## src/rtl/cpu_pkg.sv

```systemverilog
// Shared definitions for the instruction fetch path.
//   IMEM_DEPTH      : instruction memory size in bytes
//   BYTES_PER_INSTR : bytes per instruction (only 3 is supported)
//   fetch_state_e   : fetch controller state encoding
//   fetch_oob       : range check of a fetch start address
package cpu_pkg;
  localparam int IMEM_DEPTH      = 64;
  localparam int BYTES_PER_INSTR = 3;
  localparam int ADDR_W          = 24;
  localparam int INSTR_W         = 8 * BYTES_PER_INSTR;

  typedef enum logic [1:0] {
    ST_ISSUE = 2'd0,
    ST_DRAIN = 2'd1,
    ST_VALID = 2'd2,
    ST_FAULT = 2'd3
  } fetch_state_e;

  // True when the last byte of an instruction starting at pc lies past the
  // end of memory. Done in 25 bits so a PC near 2^24 cannot wrap back into range.
  function automatic logic fetch_oob(input logic [ADDR_W-1:0] pc, input int depth);
    return ({1'b0, pc} + 25'(BYTES_PER_INSTR - 1)) > 25'(depth - 1);
  endfunction
endpackage

```

## src/rtl/fetch_assembler.sv

```systemverilog
// Collects the three bytes of an instruction into a big-endian word.
//   clk_i   : clock
//   rst_ni  : synchronous active-low reset
//   clr_i   : discard everything collected so far (wins over vld_i)
//   vld_i   : data_i carries byte idx_i of the current instruction
//   idx_i   : byte index 0..2 (0 is the most significant byte)
//   data_i  : byte from instruction memory
//   instr_o : assembled instruction
module fetch_assembler
  import cpu_pkg::*;
(
  input  logic               clk_i,
  input  logic               rst_ni,
  input  logic               clr_i,
  input  logic               vld_i,
  input  logic [1:0]         idx_i,
  input  logic [7:0]         data_i,
  output logic [INSTR_W-1:0] instr_o
);
  logic [INSTR_W-1:0] instr_q, instr_d;

  always_comb begin
    instr_d = instr_q;
    if (clr_i) begin
      instr_d = '0;
    end else if (vld_i) begin
      case (idx_i)
        2'd0:    instr_d[23:16] = data_i;
        2'd1:    instr_d[15:8]  = data_i;
        2'd2:    instr_d[7:0]   = data_i;
        default: instr_d = instr_q;
      endcase
    end
  end

  always_ff @(posedge clk_i) begin
    if (!rst_ni) instr_q <= '0;
    else         instr_q <= instr_d;
  end

  assign instr_o = instr_q;
endmodule

```

## src/rtl/fetch_controller.sv

```systemverilog
// Fetches 3-byte instructions from a byte-wide memory with one-cycle read
// latency and presents them on a valid/ready interface.
//   Clock, Reset      : clock, synchronous active-low reset
//   MemAddr, MemRdEn  : byte read request to instruction memory
//   MemData           : byte returned one cycle after MemRdEn
//   Instruction       : assembled big-endian instruction
//   InstrPC           : byte address of Instruction
//   InstrValid        : Instruction/InstrPC valid
//   InstrReady        : consumer accepts when InstrValid & InstrReady
//   Redirect          : restart fetch at RedirectAddr (highest priority)
//   RedirectAddr      : new PC
//   Fault             : fetch address out of range, sticky until Redirect
module fetch_controller #(
  parameter int IMEM_DEPTH      = cpu_pkg::IMEM_DEPTH,
  parameter int BYTES_PER_INSTR = cpu_pkg::BYTES_PER_INSTR
) (
  input  logic        Clock,
  input  logic        Reset,
  output logic [23:0] MemAddr,
  output logic        MemRdEn,
  input  logic [7:0]  MemData,
  output logic [23:0] Instruction,
  output logic [23:0] InstrPC,
  output logic        InstrValid,
  input  logic        InstrReady,
  input  logic        Redirect,
  input  logic [23:0] RedirectAddr,
  output logic        Fault
);
  import cpu_pkg::*;

  fetch_state_e state_q, state_d;
  logic [23:0]  pc_q, pc_d;
  logic [23:0]  ipc_q, ipc_d;
  logic [1:0]   cnt_q, cnt_d;
  logic         cap_vld_q;   // a read was issued last cycle; its byte is on MemData
  logic [1:0]   cap_idx_q;   // byte index of that read
  logic         oob;
  logic         issue;

  assign oob = fetch_oob(pc_q, IMEM_DEPTH);

  // The first read of an out-of-range instruction is suppressed. Gating with
  // Reset keeps the strobe low for as long as reset is held.
  assign issue      = Reset && (state_q == ST_ISSUE) && !((cnt_q == 2'd0) && oob);
  assign MemRdEn    = issue;
  assign MemAddr    = pc_q + {22'd0, cnt_q};
  assign InstrValid = (state_q == ST_VALID);
  assign Fault      = (state_q == ST_FAULT);
  assign InstrPC    = ipc_q;

  always_comb begin
    state_d = state_q;
    pc_d    = pc_q;
    cnt_d   = cnt_q;
    ipc_d   = ipc_q;
    if (Redirect) begin
      // Also covers redirect during a handshake: the transfer completes but
      // fetch continues from RedirectAddr.
      state_d = ST_ISSUE;
      pc_d    = RedirectAddr;
      cnt_d   = 2'd0;
    end else begin
      case (state_q)
        ST_ISSUE: begin
          if ((cnt_q == 2'd0) && oob) begin
            state_d = ST_FAULT;
          end else if (cnt_q == 2'd2) begin
            cnt_d   = 2'd0;
            state_d = ST_DRAIN;
          end else begin
            cnt_d = cnt_q + 2'd1;
          end
        end
        ST_DRAIN: begin
          ipc_d   = pc_q;
          state_d = ST_VALID;
        end
        ST_VALID: begin
          if (InstrReady) begin
            pc_d    = pc_q + 24'(BYTES_PER_INSTR);
            state_d = ST_ISSUE;
          end
        end
        ST_FAULT: state_d = ST_FAULT;
        default:  state_d = ST_ISSUE;
      endcase
    end
  end

  always_ff @(posedge Clock) begin
    if (!Reset) begin
      state_q   <= ST_ISSUE;
      pc_q      <= '0;
      cnt_q     <= '0;
      ipc_q     <= '0;
      cap_vld_q <= 1'b0;
      cap_idx_q <= '0;
    end else begin
      state_q   <= state_d;
      pc_q      <= pc_d;
      cnt_q     <= cnt_d;
      ipc_q     <= ipc_d;
      // A read issued in the redirect cycle belongs to the abandoned fetch.
      cap_vld_q <= issue && !Redirect;
      cap_idx_q <= cnt_q;
    end
  end

  fetch_assembler u_asm (
    .clk_i   (Clock),
    .rst_ni  (Reset),
    .clr_i   (Redirect),
    .vld_i   (cap_vld_q),
    .idx_i   (cap_idx_q),
    .data_i  (MemData),
    .instr_o (Instruction)
  );
endmodule

```

## config.mk

```make
export PLATFORM = sky130hd
export DESIGN_NAME = fetch_controller
export DESIGN_NICKNAME = d
export VERILOG_FILES = /design/src/rtl/cpu_pkg.sv /design/src/rtl/fetch_assembler.sv /design/src/rtl/fetch_controller.sv
export SDC_FILE = /design/constraint.sdc
export NUM_CORES = 1
export LEC_CHECK = 0
export CAP_MARGIN = 20
export CORE_AREA = 2 2 103 105
export DETAILED_ROUTE_END_ITERATION = 10
export DIE_AREA = 0 0 105 107
export PLACE_DENSITY_LB_ADDON = 0.05
export REMOVE_ABC_BUFFERS = 1
export SKIP_LAST_GASP = 1
export SLEW_MARGIN = 20
export SYNTH_ARGS = -nofsm -noshare
export SYNTH_HDL_FRONTEND = slang
export SYNTH_SLANG_ARGS = --single-unit
```

## constraint.sdc

```tcl
create_clock -name Clock -period 2.6 [get_ports Clock]
set_input_delay 0.78 -clock Clock [delete_from_list [all_inputs] [get_ports Clock]]
set_output_delay 0.78 -clock Clock [all_outputs]
set_load 0.05 [all_outputs]
```

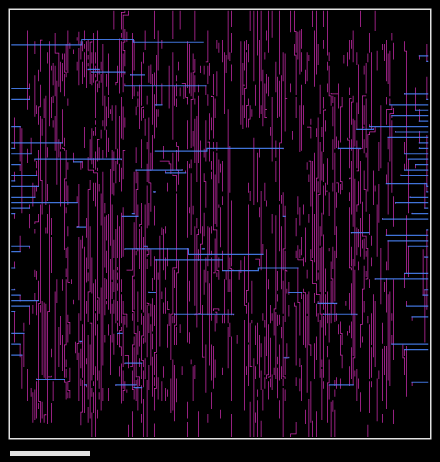
*Routed metal, one color a layer, run 1*
Scale bar: 20 um. Only two layers are drawn.
Blue marks met3, wire length 621 um. Magenta marks met2, wire length 6,940 um.

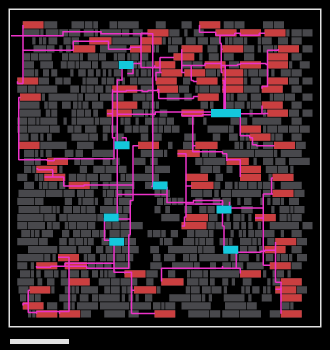
*Clock network drawn from the DEF, run 1*
Scale bar: 20 um.
Magenta marks clock wires, length 1,140 um. Cyan marks cells driving clock nets, count 9. Red marks flip-flops, count 79.
Position of the flops: spread over the die. There are 10 routed clock nets.

==> flow_summary.rst, run 1 <==
Metrics
=======

.. list-table::
   :header-rows: 1

   * - Metric
     - Value
   * - Total congestion overflow
     - 0
   * - Pleak
     - 3.12 nW
   * - Number of hold-repair buffers added at the cts stage
     - 0
   * - TritonCTS sink count
     - 79
   * - Sum Neg Setup Slack
     - -6.48 ns
   * - Most numerous cell in the Yosys netlist
     - nand2_1
   * - Number of global-route vias before repair
     - 4,535
   * - CTS tree
     - built
   * - Crit path max fanout
     - 11
   * - Cell count after synthesis
     - 545
   * - Total track usage
     - 26.5%
   * - Final Critical Period
     - 3.31 ns
   * - CORE AREA
     - 10,100 um^2
   * - Critical hold path startpoint
     - InstrPC[12]$_SDFFE_PN0P_
   * - DIE HEIGHT
     - 107 um
   * - Setup clock skew after layout
     - 0.00835 ns
   * - Initial antenna violation count
     - 0
   * - Number of setup violations in the final report
     - 23
   * - Result of the run
     - finished with violations
   * - Failing checks
     - negative setup slack
   * - Number of placed instances with taps included
     - 844
   * - Classification of the worst setup path
     - reg2out
   * - Port bufs
     - 110
   * - Violation tally from detailed-route iteration zero
     - 207
   * - Horizontal extent of the die
     - 105 um
   * - Max_cap viols
     - 0
   * - Antenna Cells
     - 0
   * - Final net count
     - 779
   * - Iteration tally of the first detailed-router pass
     - 4
   * - Critical Path RT
     - 1.82 ns
   * - Final tally of hold violations
     - 0
   * - Critical Path Sink Type
     - output port
   * - Ys async rst share
     - 0%
   * - Full die area
     - 11,200 um^2
   * - Number of buffers added by the clock tree synthesis step
     - 9
   * - Worst-margin pin slew
     - 0.924 ns
   * - Cell types with the highest counts after synthesis
     - 92 x nand2_1, 79 x dfxtp_1, 47 x nor2_1
   * - Unique cell type count in the Yosys netlist
     - 55
   * - Chip area from the yosys synthesis statistics
     - 4470 um^2
   * - Netlist Area Pre-Place
     - 4470 um^2
   * - Proportion of netlist area held by the largest area contributor
     - 35.4%
   * - Relative max-transition margin
     - 38.2%
   * - CP Data Arrival Time
     - 2.53 ns
   * - Cells along the critical path
     - buf_6 > nand4_1 > nor4_4 > buf_4 > a41o_1 > a211oi_2 > a21oi_2 > nor4b_4 > o311a_1 > buf_12
   * - Timing endpoint of the critical path
     - MemRdEn
   * - Final Max Slew Viols
     - 0
   * - Number of cells on the critical path
     - 10
   * - Cell with the largest stage delay on the worst path
     - nor4b_4
   * - FF+latch count, synth
     - 79
   * - Number of synthesized flops with an enable pin
     - 0
   * - Type of the most critical hold path
     - reg2reg
   * - Cell type with the largest total area
     - dfxtp_1
   * - Startpoint type of the worst setup path
     - flip-flop
   * - Unrepaired setup endpoints after global routing
     - yes
   * - Fmax
     - 303 MHz
   * - Total half-perimeter wirelength after legalization and detailed placement
     - 10.4 mm
   * - Filler cell count in the final layout
     - 766
   * - Leading post-synthesis cells by cell area
     - dfxtp_1 35%, nand2_1 7.7%, xnor2_1 5.5%
   * - Top_reg_cell synth
     - dfxtp_1
   * - Vias after detailed routing
     - 4,458
   * - Area delta synth->final
     - 68.6%
   * - Total detailed-routing wirelength
     - 14.5 mm
   * - Worst-case register-to-register setup slack
     - 0.15 ns
   * - Number of synthesis warnings
     - 0
   * - Wire length of the first global-routing pass
     - 23.5 mm
   * - Post-route setup slack
     - -0.705 ns
   * - Post-route DRC
     - 0
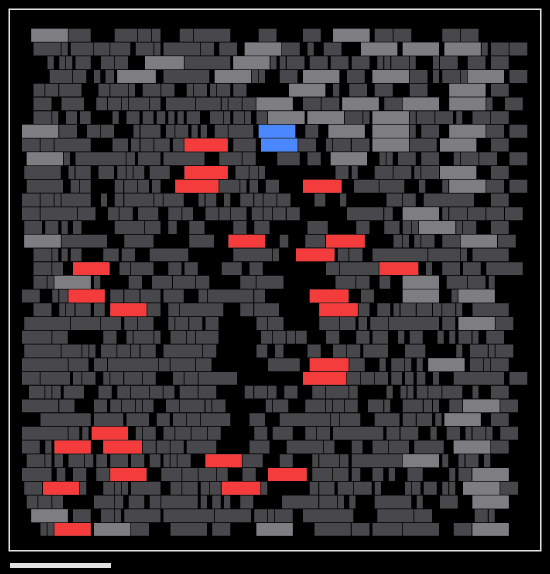
*Register map, names as in the netlist, run 1*
Scale bar: 20 um.
Red marks pc_q, flops 24. Blue marks cap_idx_q, flops 2.

run 1: logic make-up after synthesis:
logic type	share of synthesized area, %
XOR/XNOR	10.4
AND-OR/OR-AND	12.0
buffers and inverters	5.69
multiplexers	6.22
flip-flops	35.4
adder cells (fa/ha/maj)	3.53
AND/OR/NAND/NOR	26.7
run 1: flip-flops by register name, summed over array words and instances, names as in the netlist:
| signal | count |
|---|---|
| cap_idx_q | 2 |
| state_q | 2 |
| pc_q | 24 |
| cnt_q | 2 |
| InstrPC | 24 |
| cap_vld_q | 1 |
| u_asm.instr_o | 24 |
run 1: metrics by stage:
| stage | utilization, % | area [um^2] | power [W] | setup slack (ns) |
|---|---|---|---|---|
| after floorplan | - | 4250 | 0.00159 | -0.669 |
| after global placement | 64.7 | 6530 | 0.00191 | -0.394 |
| after detailed placement | 64.7 | 6530 | 0.00192 | -0.404 |
| after CTS | 72.6 | 7320 | 0.00296 | -0.763 |
| after global routing | 74.6 | 7530 | 0.00306 | -0.797 |
| final | 74.6 | 7530 | 0.00296 | -0.705 |
run 1: worst min path at each step:
stage | slack, ns | cells past startpoint | endpoint
finish | 0.47 | 2 | InstrPC[12]$_SDFFE_PN0P_
global route | 0.49 | 2 | InstrPC[7]$_SDFFE_PN0P_
CTS | 0.47 | 2 | InstrPC[6]$_SDFFE_PN0P_
detailed placement | 0.46 | 2 | InstrPC[6]$_SDFFE_PN0P_
global placement | 0.45 | 2 | InstrPC[3]$_SDFFE_PN0P_
floorplan | 0.47 | 2 | state_q[1]$_SDFFE_PP0P_
run 1: timing repair:
item,CTS,global route
buffers inserted,10,7
endpoints found under the setup margin,23,25
resized,96,50
pin swaps,30,29
run 1: power by group:
part / internal [W] / switching, W
logic: 0.000322 / 0.000358
registers: 0.00124 / 0.0000293
clock network: 0.000464 / 0.000542
run 1: cells in the final DEF (no fill, tap or decap), types with 4 or more instances in the layout:
master / count
nand2_1: 87
xor2_1: 14
xnor2_4: 7
clkbuf_16: 4
buf_6: 16
buf_12: 22
nand2b_1: 4
nor3_1: 4
clkdlybuf4s50_1: 83
buf_4: 94
nand3_1: 13
dfxtp_1: 63
nand2_4: 4
nor2b_1: 5
ha_1: 8
o21ai_0: 26
nand4_1: 15
nor2_4: 6
a21boi_0: 25
and2_1: 25
xor2_2: 7
nor2_1: 39
xor2_4: 4
xnor2_1: 17
dfxtp_4: 4
dfxtp_2: 12
inv_1: 9
a21oi_1: 6
xnor2_2: 4
mux2i_1: 24
clkbuf_8: 9
run 1: per-layer routing:
layer  share of wire [%]  track usage, %  vias to the layer above
met2                  48            43.4                      122
met1                  46            35.1                     2123
met5                   0               0                        -
li1                    -               -                     2192
met4                 2.4            9.71                        0
met3                 4.3            4.44                       21
run 1: worst min-delay path, stage by stage (launching register included):
cell and delay, ns:
dfxtp_1 0.32, nand2_1 0.04, a21boi_0 0.06
run 1: area by class of cell:
cell class | instances | share of cell area, %
Timing Repair Buffer | 221 | 30.3
Inverter | 11 | 0.548
Multi-Input combinational cell | 409 | 42.6
Clock inverter | 7 | 1.18
Sequential cell | 79 | 21.4
Tap cell | 136 | 2.26
Clock buffer | 9 | 1.65
## Run 2: what changed since run 1
--- a/config.mk
+++ b/config.mk
@@ -9,6 +9,7 @@
 export CORE_AREA = 2 2 103 105
 export DETAILED_ROUTE_END_ITERATION = 10
 export DIE_AREA = 0 0 105 107
+export GPL_ROUTABILITY_DRIVEN = 0
 export PLACE_DENSITY_LB_ADDON = 0.05
 export REMOVE_ABC_BUFFERS = 1
 export SKIP_LAST_GASP = 1
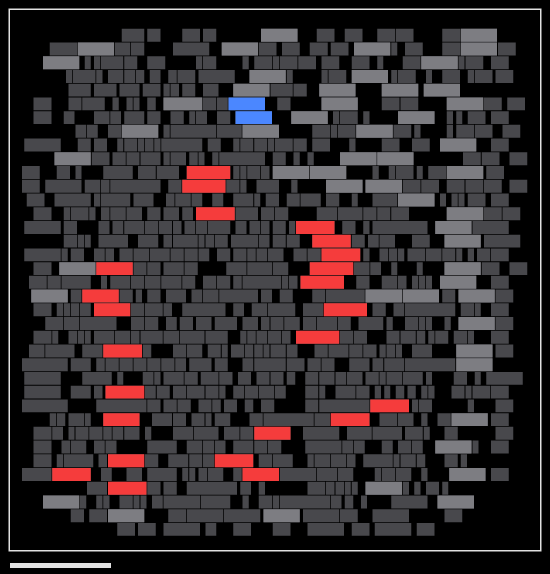
*Register map, names as in the netlist, run 2*
Scale bar: 20 um.
Red marks pc_q, flops 24. Blue marks cap_idx_q, flops 2.

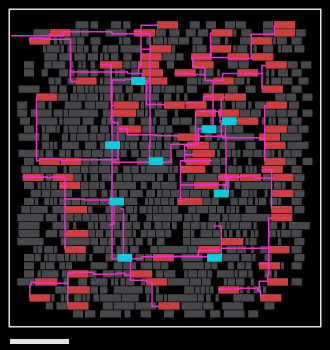
*Clock network drawn from the DEF, run 2*
Scale bar: 20 um.
Cyan marks cells driving clock nets, count 9. Red marks flip-flops, count 79. Magenta marks clock wires, length 1,070 um.
Position of the flops: spread over the die.

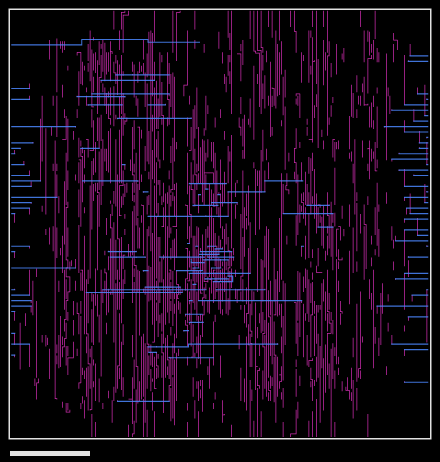
*Routed metal, one color a layer, run 2*
Scale bar: 20 um. Only two layers are drawn.
Blue marks met3, wire length 805 um. Magenta marks met2, wire length 6,480 um.

==> flow_summary.rst, run 2 <==
Metrics
=======

.. list-table::
   :header-rows: 1

   * - Metric
     - Value
   * - Final Critical Period
     - 3.37 ns (+0.0640 ns)
   * - Type of the most critical hold path
     - reg2reg
   * - CTS tree
     - built
   * - Met3 routed wirelength
     - 804 um (+29%)
   * - Result of the run
     - finished with violations
   * - Cell count after synthesis
     - 545 (unchanged)
   * - Cell type with the largest total area
     - dfxtp_1
   * - Violation tally from detailed-route iteration zero
     - 264 (+28%)
   * - Max_cap viols
     - 0 (unchanged)
   * - Routed length on met1
     - 6.30 mm (-5.0%)
   * - Critical Path RT
     - 1.82 ns (about the same)
   * - Post-route setup slack
     - -0.769 ns (-0.0640 ns)
   * - CP Data Arrival Time
     - 2.59 ns (+0.06 ns)
   * - DIE HEIGHT
     - 107 um (unchanged)
   * - Hold Path End
     - InstrPC[21]$_SDFFE_PN0P_
   * - Cells along the critical path
     - buf_6 > and4_4 > nand4_1 > nor4_2 > xnor2_1 > nand4_2 > nor4b_4 > o311a_1 > buf_12
   * - Failing checks
     - negative setup slack
   * - Leading post-synthesis cells by cell area
     - dfxtp_1 35%, nand2_1 7.7%, xnor2_1 5.5%
   * - Final tally of hold violations
     - 0 (unchanged)
   * - CORE AREA
     - 10,100 um^2 (unchanged)
   * - Worst-margin pin slew
     - 0.879 ns (-0.0447 ns)
   * - Cell types with the highest counts after synthesis
     - 92 x nand2_1, 79 x dfxtp_1, 47 x nor2_1
   * - Hold depth
     - 2 (unchanged)
   * - Number of global-route vias before repair
     - 4,421 (-2.5%)
   * - Top cell excl fill/tap
     - buf_4
   * - Area delta synth->final
     - 68.3%
   * - Critical Path Sink Type
     - output port
   * - Proportion of netlist area held by the largest area contributor
     - 35.4% (unchanged)
   * - TritonCTS sink count
     - 79 (unchanged)
   * - Classification of the worst setup path
     - reg2out
   * - Total track usage
     - 24.1% (-2.3 points)
   * - Sum Neg Setup Slack
     - -7.26 ns (-0.783 ns)
   * - Pre-CTS setup slack
     - -0.418 ns (-0.0135 ns)
   * - Uppermost layer routed
     - met4
   * - Vias after detailed routing
     - 4,507 (+1.1%)
   * - Total length of routed met2 wires
     - 6.48 mm (-6.6%)
   * - FF+latch count, synth
     - 79 (unchanged)
   * - Crit path max fanout
     - 3 (-8)
   * - Critical hold path startpoint
     - InstrPC[21]$_SDFFE_PN0P_
   * - Total cell area at the placement stage
     - 6550 um^2 (+0.27%)
   * - Port bufs
     - 110 (unchanged)
   * - Top_reg_cell synth
     - dfxtp_1
   * - Number of placed instances with taps included
     - 848 (+0.47%)
   * - Number of buffers added by the clock tree synthesis step
     - 9 (unchanged)
   * - Pleak
     - 3.13 nW (+0.12%)
   * - Startpoint type of the worst setup path
     - flip-flop
   * - Chip area from the yosys synthesis statistics
     - 4470 um^2 (unchanged)
   * - Post-route DRC
     - 0 (unchanged)
   * - Netlist Area Pre-Place
     - 4470 um^2 (unchanged)
   * - Final Max Slew Viols
     - 0 (unchanged)
   * - Total detailed-routing wirelength
     - 13.8 mm (-4.9%)
   * - Final net count
     - 792 (+1.7%)
   * - Total congestion overflow
     - 0 (unchanged)
   * - Cell with the largest stage delay on the worst path
     - dfxtp_4
   * - Number of hold-repair buffers added at the cts stage
     - 0 (unchanged)
   * - Wire length of the first global-routing pass
     - 21.6 mm (-7.9%)
   * - Number of synthesis warnings
     - 0 (unchanged)
   * - Horizontal extent of the die
     - 105 um (unchanged)
   * - Post-route standard cell area excluding fillers
     - 7520 um^2 (-0.17%)
   * - Most numerous cell in the Yosys netlist
     - nand2_1
   * - Fmax
     - 297 MHz (-1.9%)
   * - Number of setup violations in the final report
     - 24 (+4.3%)
   * - Iteration tally of the first detailed-router pass
     - 4 (unchanged)
[run 2: power breakdown]
part           internal [W]  leakage (nW)  switching (W)
combinational      0.000320          2.37       0.000348
sequential          0.00124         0.650      0.0000319
clock              0.000464         0.103       0.000530
total               0.00202          3.13       0.000910
[run 2: cell families after synthesis]
kind of cell               count (synthesis)  share of synthesized area, %
xor gates and xnor gates                  53                          10.4
and+or+nand+nor                          237                          26.7
buffers and inverters                     57                          5.69
adders and majority gates                 12                          3.53
DFF                                       79                          35.4
muxes                                     27                          6.22
AOI/OAI and AO/OA                         80                          12.0
[run 2: area by class of cell]
class / count / area (um^2) / area share (%)
multi-input cells: 409 / 3120 / 41.5
repair buffers: 234 / 2360 / 31.4
flip-flops and latches: 79 / 1620 / 21.5
well taps: 136 / 170 / 2.26
clock buffers: 9 / 124 / 1.65
clock inverters: 7 / 83.8 / 1.12
inverters: 11 / 41.3 / 0.549
[run 2: worst max path at each step]
stage                          to  slack [ns]  depth (start not counted)
after floorplan           MemRdEn       -0.67                          7
after global placement    MemRdEn       -0.36                          9
after detailed placement  MemRdEn       -0.42                          8
after CTS                 MemRdEn       -0.75                          9
after global routing      MemRdEn       -0.84                          9
final                     MemRdEn       -0.77                          9
[run 2: tightest hold or removal path, stage by stage, from the launching register on]
cell,delay (ns)
dfxtp_1,0.32
nand2_1,0.04
a21boi_0,0.06
[run 2: timing repair]
item	in CTS	in global routing
gates resized	82	49
setup endpoints to repair	23	26
pin swaps	37	35
buffers inserted	18	7
[run 2: per-layer routing]
| metal | global-route usage, % | up-vias |
|---|---|---|
| met5 | 0 | - |
| met4 | 8.38 | 0 |
| met3 | 4.44 | 26 |
| met2 | 39.4 | 167 |
| met1 | 32.1 | 2090 |
| li1 | - | 2224 |
[run 2: per-stage QoR]
step	total power, W	util [%]
after detailed placement	0.00192	64.9
after global routing	0.00305	74.5
final	0.00293	74.5
after floorplan	0.00159	-
after global placement	0.00191	64.9
after CTS	0.00293	72.5
Power and IR drop assume default switching activity.
